Design neuron_mac, sky130hd; sources not shown.
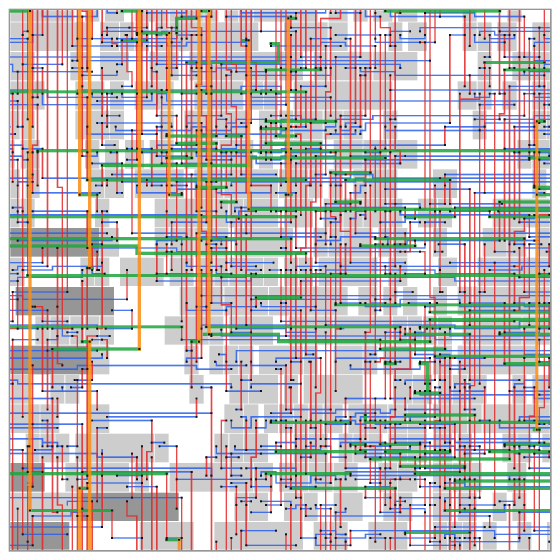
*Layout detail, run 1*
Window x 63 to 113, y 98 to 148 um. Cells in grey, sequential cells in the stronger grey; small squares are vias.
legend:
  green:
    layer: met3
  red:
    layer: met2
  orange:
    layer: met4
  blue:
    layer: met1
sequential cells in the window: 5
cells with their middle in the window: 258
most frequent: nand2_1 (75), inv_1 (23), nand3_1 (22)

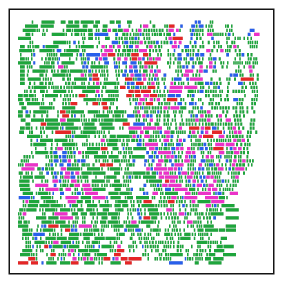
*Sizing map, run 1*
Scale: 1.5 px per um.
legend:
  green:
    size: drive 1 or less
    cells: 1923
    share: 80%
  blue:
    size: drive 2
    cells: 231
    share: 9.6%
  red:
    size: drive 6 and up
    cells: 58
    share: 2.4%
  magenta:
    size: drive 3 to 4
    cells: 197
    share: 8.2%
design area: 16980 um^2
bufs w/o clock: 208
setup slack after layout: -0.2261 ns
synth-to-layout area growth: 24.24%

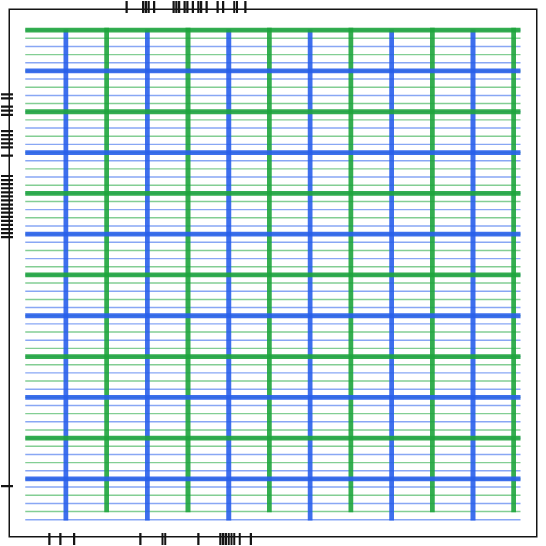
*Floorplan with the power grid, run 1*
Scale: 3 px per um. Pins as bars on the die edge.
legend:
  blue:
    net: VSS
  green:
    net: VDD
signal pins: 62
met1 rails: 61
rows: 60
Die H: 175.4 um
Die Span X: 175.4 um
core area: 26950 um^2
worst vdd ir: 0.0005659 V

==> flow_metrics.py, run 1 <==
# Auto-generated metrics
metrics = {
    "pwr": {
        "seq-power_mw": 1.81,
        "pg_comb_mw": 12.6,
        "pg_clk_mw": 0.697,
        "p_per_area_nw_per_um2": 887.0,
        "p_int_mw": 6.189,
        "power_switching_share_pct": 58.92,
        "p_sw_mw": 8.875,
        "maxPowerGroup": "combinational logic",
        "cellLeakagePower_nw": 9.166,
        "p_seq_share_pct": 12.0,
    },
    "run_status": {
        "status": "finished with violations",
        "violations": "capacitance limit, slew limit, setup timing",
    },
    "routing": {
        "drt_iter0_drc": 1484,
        "drt-met1-wl_um": 19540,
        "top_layer": "met4",
        "route.detailed.drc": 0,
        "wl_met2_um": 21580,
        "first_pass_iters": 7,
    },
    "finish": {
        "final-clk-cell-share_pct": 1.282,
        "regArea_um2": 2281,
        "final_cell_mix": "nand2_1, inv_1, nand3_1",
        "clockBufferCount": 9,
        "utilization_pct": 63.02,
        "largest_cell_class": "multi-input combinational cells",
        "antenna_cells": 0,
        "sh_seq_area_pct": 13.43,
        "buf_share_pct": 10.53,
        "comb-cell-share_pct": 63.25,
        "nNetsFinal": 2609,
    },
    "placement": {
        "dpl.cell_count": 2650,
        "dpl.hpwl_um": 35710,
        "pre_cts_ws_ns": -1.605,
        "gp_congestion": 0.9914,
    },
    "grt": {
        "grt_pass1_wl_um": 73430,
        "grtUsageMet2_pct": 48.91,
        "grt_start_max_net_pins": 55,
        "grt-busiest-layer": "met2",
        "gr-usage-met3_pct": 4.520,
        "antenna_found_initial": 0,
    },
    "synthesis": {
        "async_flop_share_pct": 100.0,
        "yosys-dominant-comb-family": "simple AND/OR/NAND/NOR gates",
        "synthAoiAreaFrac_pct": 5.867,
        "ys_chip_area_um2": 13670,
        "synthTopCellsByCount": "nand2_1, inv_1, nand3_1",
        "yosys.area.top_type": "nand2_1",
        "netlist.area_leader.share_pct": 21.64,
    },
    "sta": {
        "finalMaxSlewViolations": 55,
        "worst_slack_ns": -0.2261,
        "setup_viol": 8,
        "fin_tns_setup_ns": -1.472,
        "finalCritPeriodShare_pct": 105.5,
        "period_needed_ns": 4.326,
        "max_slew_margin_pct": -88.45,
    },
    "run": {
        "tool_warnings": 29,
        "drv_cap": 1,
    },
    "clock_network": {
        "cts_resized": 221,
        "clkSinkCount": 91,
        "h-tree-depth": 3,
        "cts_buffers": 9,
        "cts_setup_buffers": 74,
    },
    "critical_path": {
        "crit_path_start_kind": "flip-flop",
        "crit_path_end_kind": "flip-flop",
        "cp_slowest_cell": "dfrtp_2",
        "critical_path_class": "flip-flop to flip-flop",
        "crit_family": "simple AND/OR/NAND/NOR gates",
        "slowest_delay_ns": 0.46,
        "cp_max_fo": 7,
        "crit_required_ns": 4.45,
        "arrival_ns": 4.68,
    },
    "min_path": {
        "min_path_type": "flip-flop to flip-flop",
    },
    "floorplan": {
        "rows": 60,
    },
}
==> run 2: changes to the inputs <==
==> constraint.sdc (replaced) <==
create_clock -name clk -period 4.6 [get_ports clk]
set_input_delay 0.92 -clock clk [delete_from_list [all_inputs] [get_ports clk]]
set_output_delay 0.92 -clock clk [all_outputs]
set_load 0.1 [all_outputs]
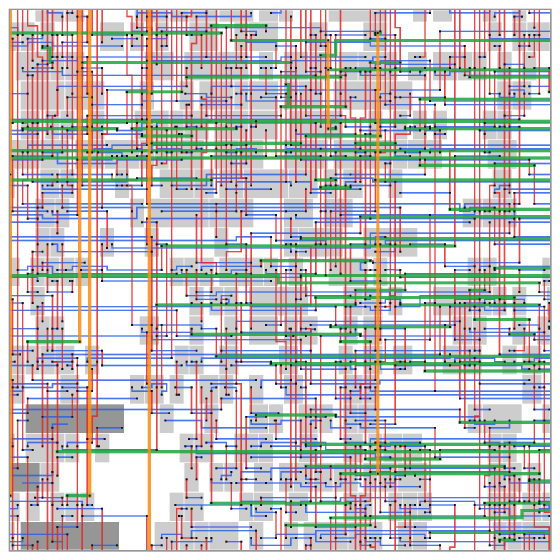
*Layout detail, run 2*
Window x 63 to 113, y 98 to 148 um. Cells in grey, sequential cells in the stronger grey; small squares are vias.
legend:
  green:
    layer: met3
  orange:
    layer: met4
  blue:
    layer: met1
  red:
    layer: met2
most frequent: nand2_1 (100), nand3_1 (44), inv_1 (15)
cells with their middle in the window: 252
sequential cells in the window: 2

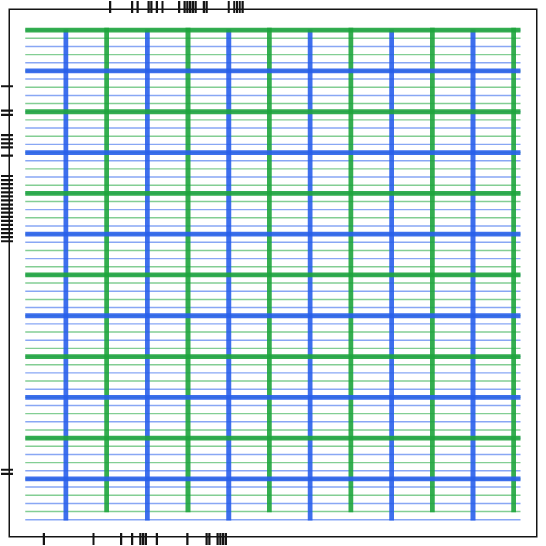
*Floorplan with the power grid, run 2*
Scale: 3 px per um. Pins as bars on the die edge.
legend:
  blue:
    net: VSS
  green:
    net: VDD
met5 straps: 12
met1 rails: 61
signal pins: 62
met4 straps: 12
worst vdd ir: 0.0003711 V

==> run 2 against run 1 <==
  * Hold slack improved by 0.0098 ns
  * Via count fell by 3.1%
  * Wire length fell by 1.8%
  * Synthesized area did not move
  * Sequential power fell by 12%
  * Largest cell class unchanged
  * Maximum frequency fell by 3.0%
  * First-iteration DRC count rose by 4.2%
  * Global-route usage fell by 0.85 points
  * Largest power group unchanged
  * The run ends with capacitance limit, slew limit left
==> flow_metrics.py, run 2 <==
# Auto-generated metrics
metrics = {
    "placement": {
        "dpl.cell_count": 2650,
        "pre_cts_ws_ns": -1.223,
        "gp_congestion": 1.009,
        "dpl.hpwl_um": 36370,
        "place_area_um2": 14620,
    },
    "sta": {
        "hold_viol": 0,
        "setup_viol": 0,
        "finalCritPeriodShare_pct": 96.97,
        "rsz0062_at_grt": "true",
        "max_slew_margin_pct": -44.84,
        "worst_slack_ns": 0.1394,
        "finalMaxSlewViolations": 41,
        "fin_tns_setup_ns": 0,
        "period_needed_ns": 4.461,
        "worst_slew_pin_slew_ns": 2.173,
        "hold_ws_ns": 0.4931,
        "max_freq_ghz": 0.2242,
    },
    "synthesis": {
        "synth.distinct_cells": 53,
        "synth_cells": 2262,
        "yosys.area.top_type": "nand2_1",
        "avgSynthCellArea_um2": 6.044,
        "synthAoiAreaFrac_pct": 5.867,
        "synthTopCellsByCount": "nand2_1, inv_1, nand3_1",
        "ff_type": "dfrtp_1",
        "post-synth-top-count-cell": "nand2_1",
        "ys_sh_simple_pct": 43.41,
        "ys_top_cells_by_area": "nand2_1, dfrtp_1, fa_1, nand3_1, inv_1",
        "ys_seq_share_pct": 16.66,
        "ys_chip_area_um2": 13670,
        "netlist_area_um2": 13670,
        "synth-xor-area-share_pct": 1.281,
        "synth_flops": 91,
        "netlist.area_leader.share_pct": 21.64,
        "yosys-dominant-comb-family": "simple AND/OR/NAND/NOR gates",
        "synth-edff-count": 0,
        "yosysWarnings": 6,
        "synth.area.mux_share_pct": 0.2929,
        "async_flop_share_pct": 100.0,
    },
    "pwr": {
        "seq-power_mw": 1.60,
        "p_int_mw": 5.061,
        "clockPowerShare_pct": 5.1,
        "maxPowerGroup": "combinational logic",
        "p_per_area_nw_per_um2": 783.0,
        "power_switching_share_pct": 59.71,
        "power.total_mw": 12.56,
        "pg_clk_mw": 0.634,
        "p_seq_share_pct": 12.7,
        "combPwrFrac_pct": 82.2,
        "cellLeakagePower_nw": 8.849,
        "p_sw_mw": 7.500,
        "pg_comb_mw": 10.3,
    },
    "grt": {
        "grt_use_met1_pct": 40.21,
        "antenna_found_initial": 0,
        "grt-busiest-layer": "met2",
        "grt.overflow.total": 0,
        "grt_start_max_net_pins": 53,
        "gr-usage-met3_pct": 4.498,
        "grtUsageMet2_pct": 46.71,
        "grt_pass1_wl_um": 70710,
        "grt_pass1_vias": 13682,
    },
    "critical_path": {
        "crit_path_start_kind": "flip-flop",
        "crit_required_ns": 4.89,
        "crit_top_cell": "nand3_1",
        "critical_path_class": "flip-flop to flip-flop",
        "crit_family": "simple AND/OR/NAND/NOR gates",
        "cp.depth": 30,
        "arrival_ns": 4.75,
        "cp_slowest_cell": "dfrtp_1",
        "crit_path_end_kind": "flip-flop",
        "reg2reg_depth": 30,
        "cp_max_fo": 10,
        "slowest_delay_ns": 0.40,
    },
    "routing": {
        "route.detailed.drc": 0,
        "routed_via_density": 5.397,
        "drt_iter0_drc": 1546,
        "drt-met1-wl_um": 19980,
        "top_layer": "met4",
        "vias": 14638,
        "wl_met2_um": 20600,
        "wl_met3_um": 3498,
        "first_pass_iters": 6,
    },
    "finish": {
        "final-clk-cell-share_pct": 1.334,
        "utilization_pct": 59.53,
        "buf_share_pct": 8.415,
        "final_cells": 2712,
        "ff_count": 91,
        "lay_top_count": "nand2_1",
        "comb-cell-share_pct": 63.96,
        "logic_gates": 1701,
        "area_growth_pct": 17.35,
        "design_area_um2": 16040,
        "non_clock_inverter_count": 393,
        "drive_gt1_share_pct": 14.97,
        "nNonClkBuffers": 170,
        "final_cell_mix": "nand2_1, inv_1, nand3_1",
        "largest_register_ffs": 24,
        "regArea_um2": 2280,
        "antenna_cells": 0,
        "nNetsFinal": 2571,
        "num-fill-cells": 2676,
        "comb_area_um2": 10260,
        "largest_cell_class": "multi-input combinational cells",
        "sh_seq_area_pct": 14.21,
        "clockBufferCount": 10,
    },
    "clock_network": {
        "cts_root_buf": "clkbuf_8",
        "postCtsHoldBufs": 0,
        "cts_setup_buffers": 15,
        "cts_buffers": 9,
        "cts_resized": 105,
        "h-tree-depth": 3,
        "clkSinkCount": 91,
        "tritoncts": "yes",
    },
    "min_path": {
        "min_path_cells": 2,
        "min_path_type": "flip-flop to flip-flop",
    },
    "floorplan": {
        "ios": 62,
        "die_h_um": 175.4,
        "initial_core_util_pct": 50.72,
        "die_w_um": 175.4,
        "rows": 60,
        "core-area_um2": 26950,
    },
    "run_status": {
        "violations": "capacitance limit, slew limit",
        "status": "finished with violations",
    },
    "run": {
        "drv_cap": 1,
        "tool_warnings": 27,
    },
}
Power figures rest on the tool's default switching activity, not on a simulated workload.
